--- src/rtl/window_stats_pkg.sv ---
`default_nettype none
// ============================================================================
//  Module      : window_stats_pkg
//  Description : Shared defaults, window state encoding and the record sum
//                width helper for the window_stats block.
//  Revision    : 1.0  - initial release
// ============================================================================
package window_stats_pkg;

    localparam int DEFAULT_DATA_WIDTH = 8;
    localparam int DEFAULT_WINDOW     = 16;
    localparam int DEFAULT_DROP_WIDTH = 16;

    // Window accumulator state: EMPTY holds no samples, ACCUM holds
    // 1..WINDOW-1 samples.
    typedef enum logic [0:0] {
        EMPTY = 1'b0,
        ACCUM = 1'b1
    } state_t;

    // A window of WINDOW unsigned samples needs $clog2(WINDOW) extra bits
    // on top of the sample width to never overflow.
    function automatic int sum_width(input int data_width, input int window);
        return data_width + $clog2(window);
    endfunction

endpackage : window_stats_pkg
`default_nettype wire

--- src/rtl/stats_queue.sv ---
`default_nettype none
// ============================================================================
//  Module      : stats_queue
//  Description : Two-entry registered FIFO for window records. The head entry
//                is a register so the consumer sees stable, registered data.
//  Ports       : clk, rst        - clock, asynchronous active-high reset
//                push, push_data - record offered for enqueue
//                push_ok         - record accepted this cycle
//                pop             - consumer takes the head (ignored if empty)
//                head, valid     - head record and its valid flag
//  Revision    : 1.0  - initial release
// ============================================================================
module stats_queue #(
    parameter int WIDTH = 8
) (
    input  logic             clk,
    input  logic             rst,
    input  logic             push,
    input  logic [WIDTH-1:0] push_data,
    output logic             push_ok,
    input  logic             pop,
    output logic [WIDTH-1:0] head,
    output logic             valid
);

    logic [WIDTH-1:0] r_head;
    logic [WIDTH-1:0] r_tail;
    logic [1:0]       r_count;
    logic             w_pop;
    logic             w_push_ok;

    assign w_pop     = pop && (r_count != 2'd0);
    // A full queue still takes a record when the head leaves the same cycle.
    assign w_push_ok = push && ((r_count != 2'd2) || w_pop);

    always_ff @(posedge clk or posedge rst) begin
        if (rst) begin
            r_head  <= '0;
            r_tail  <= '0;
            r_count <= 2'd0;
        end else if (w_pop) begin
            // With one entry left, a simultaneous push lands directly in the
            // head; with two, the tail advances and the new record refills it.
            r_head <= (w_push_ok && (r_count == 2'd1)) ? push_data : r_tail;
            if (w_push_ok) begin
                r_tail <= push_data;
            end else begin
                r_count <= r_count - 2'd1;
            end
        end else if (w_push_ok) begin
            if (r_count == 2'd0) begin
                r_head <= push_data;
            end else begin
                r_tail <= push_data;
            end
            r_count <= r_count + 2'd1;
        end
    end

    assign push_ok = w_push_ok;
    assign head    = r_head;
    assign valid   = (r_count != 2'd0);

endmodule : stats_queue
`default_nettype wire

--- src/rtl/window_stats.sv ---
`default_nettype none
// ============================================================================
//  Module      : window_stats
//  Description : Accumulates fixed-size windows of unsigned samples into
//                {sum, min, max, count} records and presents them through a
//                2-entry queue on a valid/ready port. Samples are never
//                refused; records that cannot be queued are dropped and
//                counted (saturating).
//  Ports       : clk, rst          - clock, asynchronous active-high reset
//                in_data, in_valid - sample stream (no backpressure)
//                flush             - pulse, closes a partial window
//                out_sum/min/max/count, out_valid, out_ready - record port
//                drop_count        - dropped records, saturating
//                busy              - window non-empty or queue non-empty
//  Config      : WINDOW_STATS_MINMAX_EN - when defined, min/max are tracked
//                and queued; otherwise out_min/out_max are tied to zero.
//  Revision    : 1.0  - initial release
// ============================================================================
module window_stats
    import window_stats_pkg::*;
#(
    parameter int DATA_WIDTH = DEFAULT_DATA_WIDTH,
    parameter int WINDOW     = DEFAULT_WINDOW,
    parameter int SUM_WIDTH  = sum_width(DATA_WIDTH, WINDOW),
    parameter int CNT_WIDTH  = $clog2(WINDOW + 1),
    parameter int DROP_WIDTH = DEFAULT_DROP_WIDTH
) (
    input  logic                  clk,
    input  logic                  rst,
    input  logic [DATA_WIDTH-1:0] in_data,
    input  logic                  in_valid,
    input  logic                  flush,
    output logic [SUM_WIDTH-1:0]  out_sum,
    output logic [DATA_WIDTH-1:0] out_min,
    output logic [DATA_WIDTH-1:0] out_max,
    output logic [CNT_WIDTH-1:0]  out_count,
    output logic                  out_valid,
    input  logic                  out_ready,
    output logic [DROP_WIDTH-1:0] drop_count,
    output logic                  busy
);

`ifdef WINDOW_STATS_MINMAX_EN
    localparam int c_REC_WIDTH = SUM_WIDTH + 2 * DATA_WIDTH + CNT_WIDTH;
`else
    localparam int c_REC_WIDTH = SUM_WIDTH + CNT_WIDTH;
`endif

    // ------------------------------------------------------------------
    // Window state and accumulators
    // ------------------------------------------------------------------
    state_t                r_state;
    state_t                w_state_nxt;
    logic [SUM_WIDTH-1:0]  r_sum;
    logic [CNT_WIDTH-1:0]  r_cnt;
    logic [DROP_WIDTH-1:0] r_drop;

    logic                  w_start;
    logic [SUM_WIDTH-1:0]  w_acc_sum;
    logic [CNT_WIDTH-1:0]  w_acc_cnt;
    logic [SUM_WIDTH-1:0]  w_rec_sum;
    logic [CNT_WIDTH-1:0]  w_rec_cnt;
    logic                  w_close_full;
    logic                  w_close_flush;
    logic                  w_close;

    logic [c_REC_WIDTH-1:0] w_rec;
    logic [c_REC_WIDTH-1:0] w_head;
    logic                   w_push_ok;
    logic                   w_q_valid;

    // First sample of a window overwrites the accumulators instead of adding.
    assign w_start   = (r_state == EMPTY);
    assign w_acc_sum = w_start ? SUM_WIDTH'(in_data) : (r_sum + SUM_WIDTH'(in_data));
    assign w_acc_cnt = w_start ? CNT_WIDTH'(1) : (r_cnt + CNT_WIDTH'(1));

    // The record always includes a same-cycle sample.
    assign w_rec_sum = in_valid ? w_acc_sum : r_sum;
    assign w_rec_cnt = in_valid ? w_acc_cnt : r_cnt;

    assign w_close_full  = in_valid && (r_cnt == CNT_WIDTH'(WINDOW - 1));
    assign w_close_flush = flush && ((r_cnt != '0) || in_valid);
    // A flush coinciding with a full close collapses into one record.
    assign w_close       = w_close_full || w_close_flush;

`ifdef WINDOW_STATS_MINMAX_EN
    logic [DATA_WIDTH-1:0] r_min;
    logic [DATA_WIDTH-1:0] r_max;
    logic [DATA_WIDTH-1:0] w_acc_min;
    logic [DATA_WIDTH-1:0] w_acc_max;
    logic [DATA_WIDTH-1:0] w_rec_min;
    logic [DATA_WIDTH-1:0] w_rec_max;

    assign w_acc_min = (w_start || (in_data < r_min)) ? in_data : r_min;
    assign w_acc_max = (w_start || (in_data > r_max)) ? in_data : r_max;
    assign w_rec_min = in_valid ? w_acc_min : r_min;
    assign w_rec_max = in_valid ? w_acc_max : r_max;

    always_ff @(posedge clk or posedge rst) begin
        if (rst) begin
            r_min <= '0;
            r_max <= '0;
        end else if (w_close) begin
            r_min <= '0;
            r_max <= '0;
        end else if (in_valid) begin
            r_min <= w_acc_min;
            r_max <= w_acc_max;
        end
    end

    assign w_rec   = {w_rec_sum, w_rec_min, w_rec_max, w_rec_cnt};
    assign out_sum = w_head[c_REC_WIDTH-1 -: SUM_WIDTH];
    assign out_min = w_head[2*DATA_WIDTH+CNT_WIDTH-1 -: DATA_WIDTH];
    assign out_max = w_head[DATA_WIDTH+CNT_WIDTH-1 -: DATA_WIDTH];
`else
    assign w_rec   = {w_rec_sum, w_rec_cnt};
    assign out_sum = w_head[c_REC_WIDTH-1 -: SUM_WIDTH];
    assign out_min = '0;
    assign out_max = '0;
`endif

    assign out_count = w_head[CNT_WIDTH-1:0];

    // ------------------------------------------------------------------
    // State machine
    // ------------------------------------------------------------------
    always_ff @(posedge clk or posedge rst) begin
        if (rst) begin
            r_state <= EMPTY;
        end else begin
            r_state <= w_state_nxt;
        end
    end

    always_comb begin
        w_state_nxt = r_state;
        if (w_close) begin
            w_state_nxt = EMPTY;
        end else if (in_valid) begin
            w_state_nxt = ACCUM;
        end
    end

    always_ff @(posedge clk or posedge rst) begin
        if (rst) begin
            r_sum <= '0;
            r_cnt <= '0;
        end else if (w_close) begin
            r_sum <= '0;
            r_cnt <= '0;
        end else if (in_valid) begin
            r_sum <= w_acc_sum;
            r_cnt <= w_acc_cnt;
        end
    end

    // ------------------------------------------------------------------
    // Record queue and drop accounting
    // ------------------------------------------------------------------
    stats_queue #(
        .WIDTH (c_REC_WIDTH)
    ) u_queue (
        .clk       (clk),
        .rst       (rst),
        .push      (w_close),
        .push_data (w_rec),
        .push_ok   (w_push_ok),
        .pop       (out_ready),
        .head      (w_head),
        .valid     (w_q_valid)
    );

    always_ff @(posedge clk or posedge rst) begin
        if (rst) begin
            r_drop <= '0;
        end else if (w_close && !w_push_ok && (r_drop != '1)) begin
            r_drop <= r_drop + DROP_WIDTH'(1);
        end
    end

    assign out_valid  = w_q_valid;
    assign drop_count = r_drop;
    assign busy       = (r_state == ACCUM) || w_q_valid;

endmodule : window_stats
`default_nettype wire
--- config.mk ---
export PLATFORM = sky130hd
export DESIGN_NAME = window_stats
export DESIGN_NICKNAME = d
export VERILOG_FILES = /design/src/rtl/window_stats_pkg.sv /design/src/rtl/stats_queue.sv /design/src/rtl/window_stats.sv
export SDC_FILE = /design/constraint.sdc
export NUM_CORES = 1
export LEC_CHECK = 0
export ABC_AREA = 1
export CORE_MARGIN = 2
export CORE_UTILIZATION = 35
export DETAILED_ROUTE_END_ITERATION = 7
export SLEW_MARGIN = 20
export SYNTH_ARGS = -nofsm -noshare
export SYNTH_HDL_FRONTEND = slang
export SYNTH_HIERARCHICAL = 1
export SYNTH_SLANG_ARGS = --single-unit
export TNS_END_PERCENT = 10
--- constraint.sdc ---
create_clock -name clk -period 3.38 [get_ports clk]
set_clock_uncertainty 0.15 [all_clocks]
set_input_delay 0.845 -clock clk [delete_from_list [all_inputs] [get_ports clk]]
set_output_delay 0.845 -clock clk [all_outputs]
set_load 0.05 [all_outputs]
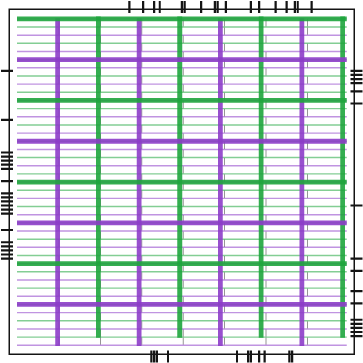
Fig. 1. Floorplan with the power grid.
Drawn at 3 px/um. Pins as bars on the die edge. Tap cells in gray.
[green] VDD
[purple] VSS
met4 straps: 8
signal pins: 64
tap cells: 147
core area: 11960 um^2
die y size: 114.5 um
Die Span X: 114.5 um

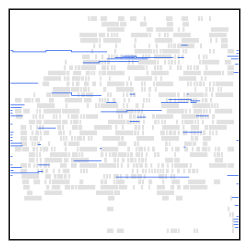
Fig. 2. Metal 3.
Drawn at 2 px/um. Cells faint in the background.
nets with wire on the layer: 52
wire length on this layer: 433 um
longest straight run: 36.3 um
WL final: 10190 um
met3 GRT Util: 3.759%
via count: 3682

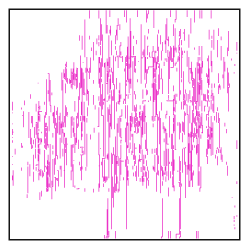
Fig. 3. M2 wires.
Drawn at 2 px/um.
main direction: vertical
longest straight run: 53.4 um
share of all routed wire: 48%
wire length on this layer: 4860 um
GR Layer Usage met2: 27.18%

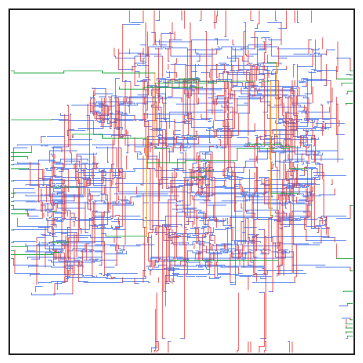
Fig. 4. Metal layers overlaid.
Drawn at 3 px/um.
[blue] metal 1 | wire length: 4780 um
[green] metal 3 | wire length: 433 um
[orange] metal 4 | wire length: 127 um
[red] metal 2 | wire length: 4860 um
WL/cell: 13.24 um
GR Util All Layers: 16.54%

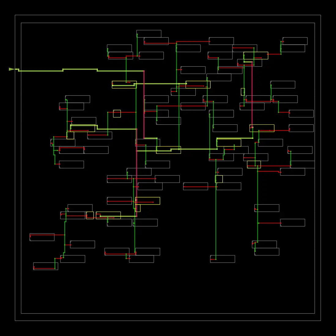
Fig. 5. The clock network.
CTS Buf Count: 9
CTS Sinks: 70

cell usage after synthesis (2+ instances only):
cell	n	area, um^2
o22ai_1	4	25.02
ha_1	15	187.7
dfrtp_1	70	1752
nor3_1	4	20.02
nand2_1	238	893.4
clkbuf_1	2	7.510
nand3b_1	2	15.01
buf_2	3	15.01
or2_2	4	25.02
buf_6	6	67.56
inv_1	47	176.4
nand4_1	6	37.54
o21ai_0	5	25.02
nand3_1	47	235.2
xnor2_1	12	105.1
buf_4	18	135.1
a22o_1	4	35.03
nand2_2	5	31.28
nor4_1	3	18.77
and3_1	2	12.51
nand2_4	3	33.78
xor2_1	6	52.55
nor2_1	33	123.9
inv_2	2	7.510
a21oi_1	12	60.06
==> ci_impl_report.md <==
## Synthesis and layout report

| Metric | Value |
|---|---|
| # diodes | `0` |
| P_leak | `2.660 nW` |
| Most common logic cell in the routed design | `nand2_1` |
| Post-synthesis xor/xnor area fraction | `3.691%` |
| Worst Hold Path EP | `u_queue/r_tail[1]$_DFFE_PP0P_` |
| Vias in the first global route | `3582` |
| Final Non-Filler Cells | `770` |
| Post-layout util | `42.40%` |
| Asr flop ratio synth | `100.0%` |
| Yosys warnings | `6` |
| Critical path's largest stage delay | `830 ps` |
| Simple share | `35.79%` |
| # setup viols final | `0` |
| Hold Path Class | `reg2reg` |
| RePlAce Congestion | `0.8274` |
| Die area | `13100 um^2` |
| P_seq | `1.17 mW` |
| Yosys stat cell total | `568` |
| Initial antenna violation count | `0` |
| Net Sw Frac | `43.70%` |
| R2R cell count | `12` |
| Crit path depth | `4` |
| RSZ-0062 raised after global routing | `false` |
| CP endpoint | `out_valid` |
| CTS Buffer Depth | `2` |
| Syn Area/Cell | `7.520 um^2` |
| PortBufs | `47` |
| Htree depth | `3` |
| Final cycle utilization of the critical path | `92.53%` |
| Int Pwr | `2.020 mW` |
| Setup Fix Bufs, Post-CTS | `0` |
| DRT Pass-1 Iters | `5` |
| Met2 wire length | `4859 um` |
| Place WS | `218.9 ps` |
| Bufs and invs on worst path | `3` |
| FFs & Latches | `70` |
| Adder Area Share | `4.862%` |
| Total power draw | `3.587 mW` |
| Slowest CP cell | `clkdlybuf4s50_1` |
| # rows | `40` |
| M1 WL | `4775 um` |
| Resized Gates After CTS | `1` |
| FMAX | `319.7 MHz` |
| Main flop type | `dfrtp_1` |
| Inverters | `51` |
| Signal buf overhead | `10.29%` |
| Cell breakdown of the critical path | `inv_1, ha_1, inv_2, clkdlybuf4s50_1` |
| Largest class | `multi-input combinational cells` |
| Post-Synth AOI/OAI Area | `4.277%` |
| WP data arrival | `2130 ps` |
| Routed Antenna Nets | `0` |
| Syn Inst Count | `568` |
| Highest metal used | `met4` |
| CTS tree | `done` |
| Initial Utilization | `35.71%` |
| Dpl hpwl | `7197 um` |
| Reg-to-reg endpoint | `u_queue/head[16]$_DFFE_PP0P_` |
| Cell Area, Synth | `4272 um^2` |
| Combinational share of cell area | `42.14%` |
| Yosys Chip Area | `4272 um^2` |
| Max VDD drop | `0.4233 mV` |
| Initial DRC count | `184` |
| Final Max Tran Viols | `0` |
| Most frequent cells in the layout | `nand2_1, dfrtp_1, inv_1, nand3_1, clkdlybuf4s50_1` |
| Share of cells above drive strength 1 | `7.544%` |
| CP endpoint kind | `output port` |
| Buffers excl. clock | `54` |
| Num tapcells | `147` |
| #MultiIn Comb | `432` |
| Final Hold Viols | `0` |
| Main logic family | `simple AND/OR/NAND/NOR gates` |
| Seq/total area | `34.54%` |
| Distinct cells, synth | `40` |
| Pwr Density | `707.4 nW/um^2` |
| Global-route wire length before repair | `17210 um` |
| Dpl cells | `754` |
| NumNets Final | `647` |
| Gate Area | `2137 um^2` |
| Max capacitance violation total | `0` |
| Met1 Use GR | `21.96%` |
| Tool warnings | `29` |
| Setup_tns | `0 ps` |
| Leading power group | `combinational logic` |
| Crit path launch | `u_queue/r_count[0]$_DFFE_PP0P_` |
| Sequential power share | `32.5%` |
| Vias per cell | `4.782` |
| P_sw | `1.568 mW` |
| Post-synth EDFFs | `0` |
| Hold Path Origin | `u_queue/r_tail[1]$_DFFE_PP0P_` |
| GR peak layer | `met2` |
| Post-DP Area | `4795 um^2` |
| Area Growth Syn to Fin | `18.72%` |
| Clock group | `0.883 mW` |
| Final Cell Area | `5071 um^2` |
| Clk tree area frac | `5.477%` |
| Worst-Skew Late Latency | `340 ps` |
| IO Count | `64` |
| Largest net degree at the start of global routing | `37` |
| Post-CTS Hold Fix Bufs | `0` |
| Final min period | `3128 ps` |
| Ys flops | `70` |
| Drc violations | `0` |
| Met3 WL | `432 um` |
| Setup slack, reg-to-reg | `1020 ps` |
| Delay-heaviest family, CP | `buffers and inverters` |
| Clock share of power | `24.6%` |
| Synth Seq Share | `41.01%` |
| Worst-path clk slew | `60 ps` |
| Reg area | `1752 um^2` |
| Hold depth | `2` |
| Root Driver | `clkbuf_16` |
| Relative slew slack | `58.34%` |
| Final worst slack | `252.4 ps` |
| Fill cells | `1220` |
| FF-to-FF Start | `r_cnt[0]$_DFF_PP0_` |
| Comb pwr share | `42.9%` |
| Run status | `finished, final reports clean` |
| CP Class | `reg2out` |
| Crit path max fanout | `5` |
| CP startpoint kind | `register` |
| Combinational cell power | `1.54 mW` |
| # clk buffers | `11` |
| WHS | `322.1 ps` |
| Grt total ovfl | `0` |
| Mux frac, synth | `0%` |
| WP data required | `2380 ps` |
| Worst Tran Pin Value | `623.4 ps` |
Power is estimated from default activity; no workload was simulated.
